===== src/rtl/serial_sub_pkg.sv =====
// Shared definitions for the bit-serial subtractor: FSM state encoding.
package serial_sub_pkg;

  localparam logic [1:0] ST_IDLE  = 2'd0;
  localparam logic [1:0] ST_SHIFT = 2'd1;
  localparam logic [1:0] ST_DONE  = 2'd2;

  typedef enum logic [1:0] {
    IDLE  = ST_IDLE,
    SHIFT = ST_SHIFT,
    DONE  = ST_DONE
  } state_e;

endpackage : serial_sub_pkg


===== src/rtl/full_subtractor.sv =====
// One-bit full subtractor: diff_out = x - y - z, borrow_out set when the
// subtraction needs to borrow from the next bit. Purely combinational.
module full_subtractor (
  input  logic x,
  input  logic y,
  input  logic z,
  output logic diff_out,
  output logic borrow_out
);

  // Difference is the parity of the three inputs; borrow when y + z exceeds x.
  always_comb begin
    diff_out   = x ^ y ^ z;
    borrow_out = (~x & y) | (~(x ^ y) & z);
  end

endmodule : full_subtractor


===== src/rtl/serial_subtractor.sv =====
// Bit-serial WIDTH-bit subtractor computing a - b, LSB first, one bit per
// clock through a single full_subtractor cell. Start/done handshake; the
// result and final borrow are only updated at completion.
module serial_subtractor
  import serial_sub_pkg::*;
#(
  parameter int WIDTH = 8
) (
  input  logic             clk,
  input  logic             rst_n,
  input  logic             start,
  input  logic [WIDTH-1:0] a,
  input  logic [WIDTH-1:0] b,
  output logic             busy,
  output logic             done,
  output logic [WIDTH-1:0] diff,
  output logic             borrow_out
);

  // A one-bit counter is kept even for WIDTH = 1 so the compare stays legal.
  localparam int CNT_W = (WIDTH > 1) ? $clog2(WIDTH) : 1;
  localparam logic [CNT_W-1:0] CNT_LAST = CNT_W'(WIDTH - 1);
  localparam logic [CNT_W-1:0] CNT_ONE  = CNT_W'(1);

  state_e           state_q,      state_d;
  logic [WIDTH-1:0] a_sh_q,       a_sh_d;
  logic [WIDTH-1:0] b_sh_q,       b_sh_d;
  logic [WIDTH-1:0] res_sh_q,     res_sh_d;
  logic [CNT_W-1:0] cnt_q,        cnt_d;
  logic             borrow_reg_q, borrow_reg_d;
  logic             busy_q,       busy_d;
  logic             done_q,       done_d;
  logic [WIDTH-1:0] diff_q,       diff_d;
  logic             borrow_out_q, borrow_out_d;

  logic             fs_diff_s;
  logic             fs_borrow_s;
  logic [WIDTH-1:0] res_shift_s;

  full_subtractor u_fs (
    .x          (a_sh_q[0]),
    .y          (b_sh_q[0]),
    .z          (borrow_reg_q),
    .diff_out   (fs_diff_s),
    .borrow_out (fs_borrow_s)
  );

  // Result register after this cycle's bit enters at the MSB; written as a
  // shift plus top-bit overwrite so it also works when WIDTH = 1.
  always_comb begin
    res_shift_s            = res_sh_q >> 1'b1;
    res_shift_s[WIDTH-1]   = fs_diff_s;
  end

  // Next-state and datapath logic for the IDLE/SHIFT/DONE sequencer.
  always_comb begin
    state_d      = state_q;
    a_sh_d       = a_sh_q;
    b_sh_d       = b_sh_q;
    res_sh_d     = res_sh_q;
    cnt_d        = cnt_q;
    borrow_reg_d = borrow_reg_q;
    busy_d       = busy_q;
    done_d       = 1'b0;
    diff_d       = diff_q;
    borrow_out_d = borrow_out_q;

    case (state_q)
      IDLE, DONE: begin
        // DONE accepts start exactly like IDLE, enabling back-to-back runs.
        if (start) begin
          a_sh_d       = a;
          b_sh_d       = b;
          res_sh_d     = '0;
          borrow_reg_d = 1'b0;
          cnt_d        = '0;
          busy_d       = 1'b1;
          state_d      = SHIFT;
        end else begin
          busy_d       = 1'b0;
          state_d      = IDLE;
        end
      end
      SHIFT: begin
        a_sh_d       = a_sh_q >> 1'b1;
        b_sh_d       = b_sh_q >> 1'b1;
        res_sh_d     = res_shift_s;
        borrow_reg_d = fs_borrow_s;
        cnt_d        = cnt_q + CNT_ONE;
        if (cnt_q == CNT_LAST) begin
          // Last bit: publish the full result and the final borrow together.
          diff_d       = res_shift_s;
          borrow_out_d = fs_borrow_s;
          done_d       = 1'b1;
          busy_d       = 1'b0;
          state_d      = DONE;
        end else begin
          busy_d       = 1'b1;
        end
      end
      default: begin
        busy_d  = 1'b0;
        state_d = IDLE;
      end
    endcase
  end

  // State and output registers; reset discards any operation in flight.
  always_ff @(posedge clk or negedge rst_n) begin
    if (!rst_n) begin
      state_q      <= IDLE;
      a_sh_q       <= '0;
      b_sh_q       <= '0;
      res_sh_q     <= '0;
      cnt_q        <= '0;
      borrow_reg_q <= 1'b0;
      busy_q       <= 1'b0;
      done_q       <= 1'b0;
      diff_q       <= '0;
      borrow_out_q <= 1'b0;
    end else begin
      state_q      <= state_d;
      a_sh_q       <= a_sh_d;
      b_sh_q       <= b_sh_d;
      res_sh_q     <= res_sh_d;
      cnt_q        <= cnt_d;
      borrow_reg_q <= borrow_reg_d;
      busy_q       <= busy_d;
      done_q       <= done_d;
      diff_q       <= diff_d;
      borrow_out_q <= borrow_out_d;
    end
  end

  assign busy       = busy_q;
  assign done       = done_q;
  assign diff       = diff_q;
  assign borrow_out = borrow_out_q;

endmodule : serial_subtractor


===== config.mk =====
export PLATFORM = sky130hd
export DESIGN_NAME = serial_subtractor
export DESIGN_NICKNAME = d
export VERILOG_FILES = /design/src/rtl/serial_sub_pkg.sv /design/src/rtl/full_subtractor.sv /design/src/rtl/serial_subtractor.sv
export SDC_FILE = /design/constraint.sdc
export NUM_CORES = 1
export LEC_CHECK = 0
export CORE_UTILIZATION = 57
export DETAILED_ROUTE_END_ITERATION = 8
export GPL_ROUTABILITY_DRIVEN = 0
export PLACE_DENSITY = 0.89
export SLEW_MARGIN = 40
export SYNTH_ARGS = -nofsm -noshare
export SYNTH_HDL_FRONTEND = slang
export SYNTH_SLANG_ARGS = --single-unit

===== constraint.sdc =====
create_clock -name clk -period 4.4 [get_ports clk]
set_input_delay 0.88 -clock clk [delete_from_list [all_inputs] [get_ports clk]]
set_output_delay 0.88 -clock clk [all_outputs]
set_load 0.01 [all_outputs]

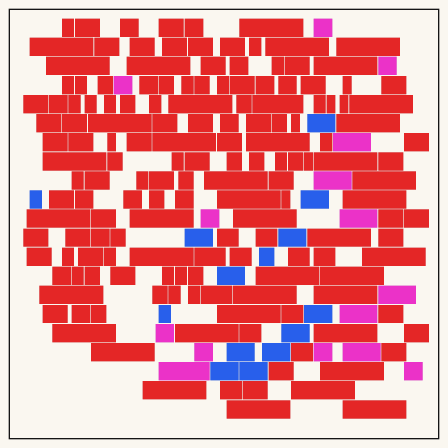
**Above:** cells by drive strength.
legend:
  drive 2:
    colour: blue
    cells: 14
    share: 7.5%
  drive 1 or less:
    colour: red
    cells: 158
    share: 84%
  drive 3 to 4:
    colour: magenta
    cells: 15
    share: 8.0%
fin area: 0.00229 mm2
Buffers, non-clock: 31

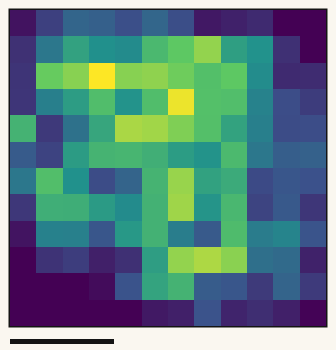
**Above:** routed metal per tile.
Scale bar: 20 um. The die is cut into 12 by 12 equal tiles; dark purple is low, yellow is high, scaled to the fullest tile. Values are wire area over tile area, all layers added.
tiles over half the peak: 39%
nearly empty tiles: 9.0%
fullest tile: 0.35
densest ninth of the die: centre
emptiest ninth of the die: south-west
mean over tiles: 0.14
WL/cell: 14.4 um
total track usage: 20.6%
via count: 1,315
final WL: 3350 um

==> out/results.ini <==
[logic_synthesis]
yosysWarnings = 0
yosys.area.top_type = dfrtp_1
ys_types = 22
area_leaders = dfrtp_1 50%, mux2i_1 8.6%, mux2_2 6.2%
synthArstFlopShare_pct = 100
ys_ff = 40
ys_cells = 161
top_cell = dfrtp_1
ys_sh_mux_pct = 19.3
edf_count = 0
synth.cellmix.xorXnorShare_pct = 0
syn_area_mm2 = 0.00199
netlist_instances = 161
top_cells_by_count = 40 x dfrtp_1, 17 x mux2i_1, 14 x a211oi_1, 14 x a21oi_1, 14 x nor2b_1
synth.avg_cell_area_um2 = 12.3
yosys.area_share.simple_pct = 7.81
yosysChipArea_mm2 = 0.00199
netlist_logic_family_top = multiplexers
synthAoiAreaFrac_pct = 14.6

[critical_path]
path_cells = clkdlybuf4s50_1
end_kind = output port
ff2ff_path_depth = 3
crit_required_ns = 3.52
reg2reg_to = diff[0]$_DFFE_PN0P_
cp_data_arrival_time_ns = 1.27
cpMaxStageDelayCell = clkdlybuf4s50_1
cp_max_fo = 2
r2r_start = state_q[1]$_DFFE_PN0P_
crit_start = borrow_out$_DFFE_PN0P_
endpoint = borrow_out
cp-start-kind = flip-flop
cp_num_cells = 1
critPathTopFamily = buffers and inverters
crit_type = flip-flop to output port

[sta]
whs_ns = 0.481
rsz0062_at_grt = no
finalSetupTns_ns = 0
fmax_mhz = 465
slew_headroom_pct = 60.8
period_needed_ns = 2.15
setup_viol = 0
fin_crit_sh_pct = 48.9
hold_viol_final = 0

[final_layout]
stdcell_count = 233
sh_comb_area_pct = 38.1
num_antenna_cells = 0
drive_gt1_share_pct = 15.5
regArea_mm2 = 0.00100
clkCellAreaFrac_pct = 2.02
layout.nonclk_buf_share_pct = 13.0
logic_gate_count = 105
num-nets-final = 209
clock_buffers = 6
dominant_cells = flip-flops and latches
sh_seq_area_pct = 43.7

[global_route]
antenna_found_initial = 0
grt_max_degree = 48
overflow = 0

[status]
status = finished clean

[cts]
ctsResizeCount = 0
clk-insertion-delay-late_ns = 0.35
cts_setup_buffers = 0
clk_pin_slew_worst_paths_ns = 0.11
cts_max_path_buffers = 2
numCtsBuffers = 5
htreeDepth = 2

[power]
sw_frac_of_total_pct = 34.5
p_leak_nw = 0.988
clkPwrFrac_pct = 11.9
p_clk_uw = 173
p_sw_uw = 504
comb_power_uw = 636
p_seq_uw = 650

[drt]
dr_wl_met3_um = 129
via_per_inst = 5.64
ant_nets = 0
wl_met1_um = 1510
route.met2.wl_um = 1650

[floorplan]
die_area_mm2 = 0.00372
die_height_um = 61.0
fp_util_pct = 59.5
ios = 30

[placement]
dp_hpwl_um = 2210
port_buffers = 29
dpl_cell_area_mm2 = 0.00224

[min_path]
worstHoldPathType = input pin to async pin

[flow_run]
drv_cap = 0

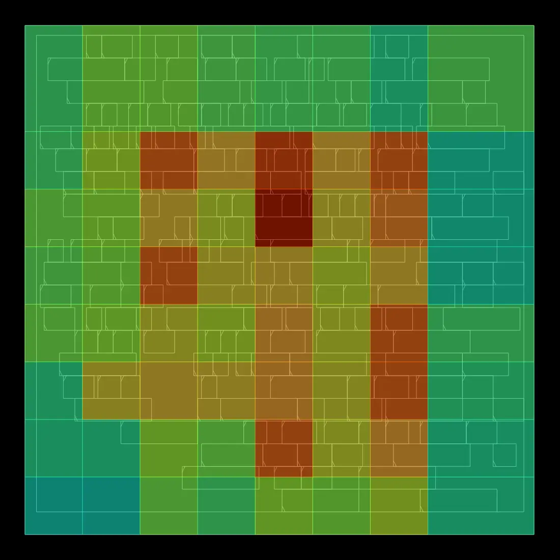
**Above:** routing congestion.
busiest layer in global routing: met2
M3 GR Usage: 7.14%
met1 Usage GRT: 25.0%

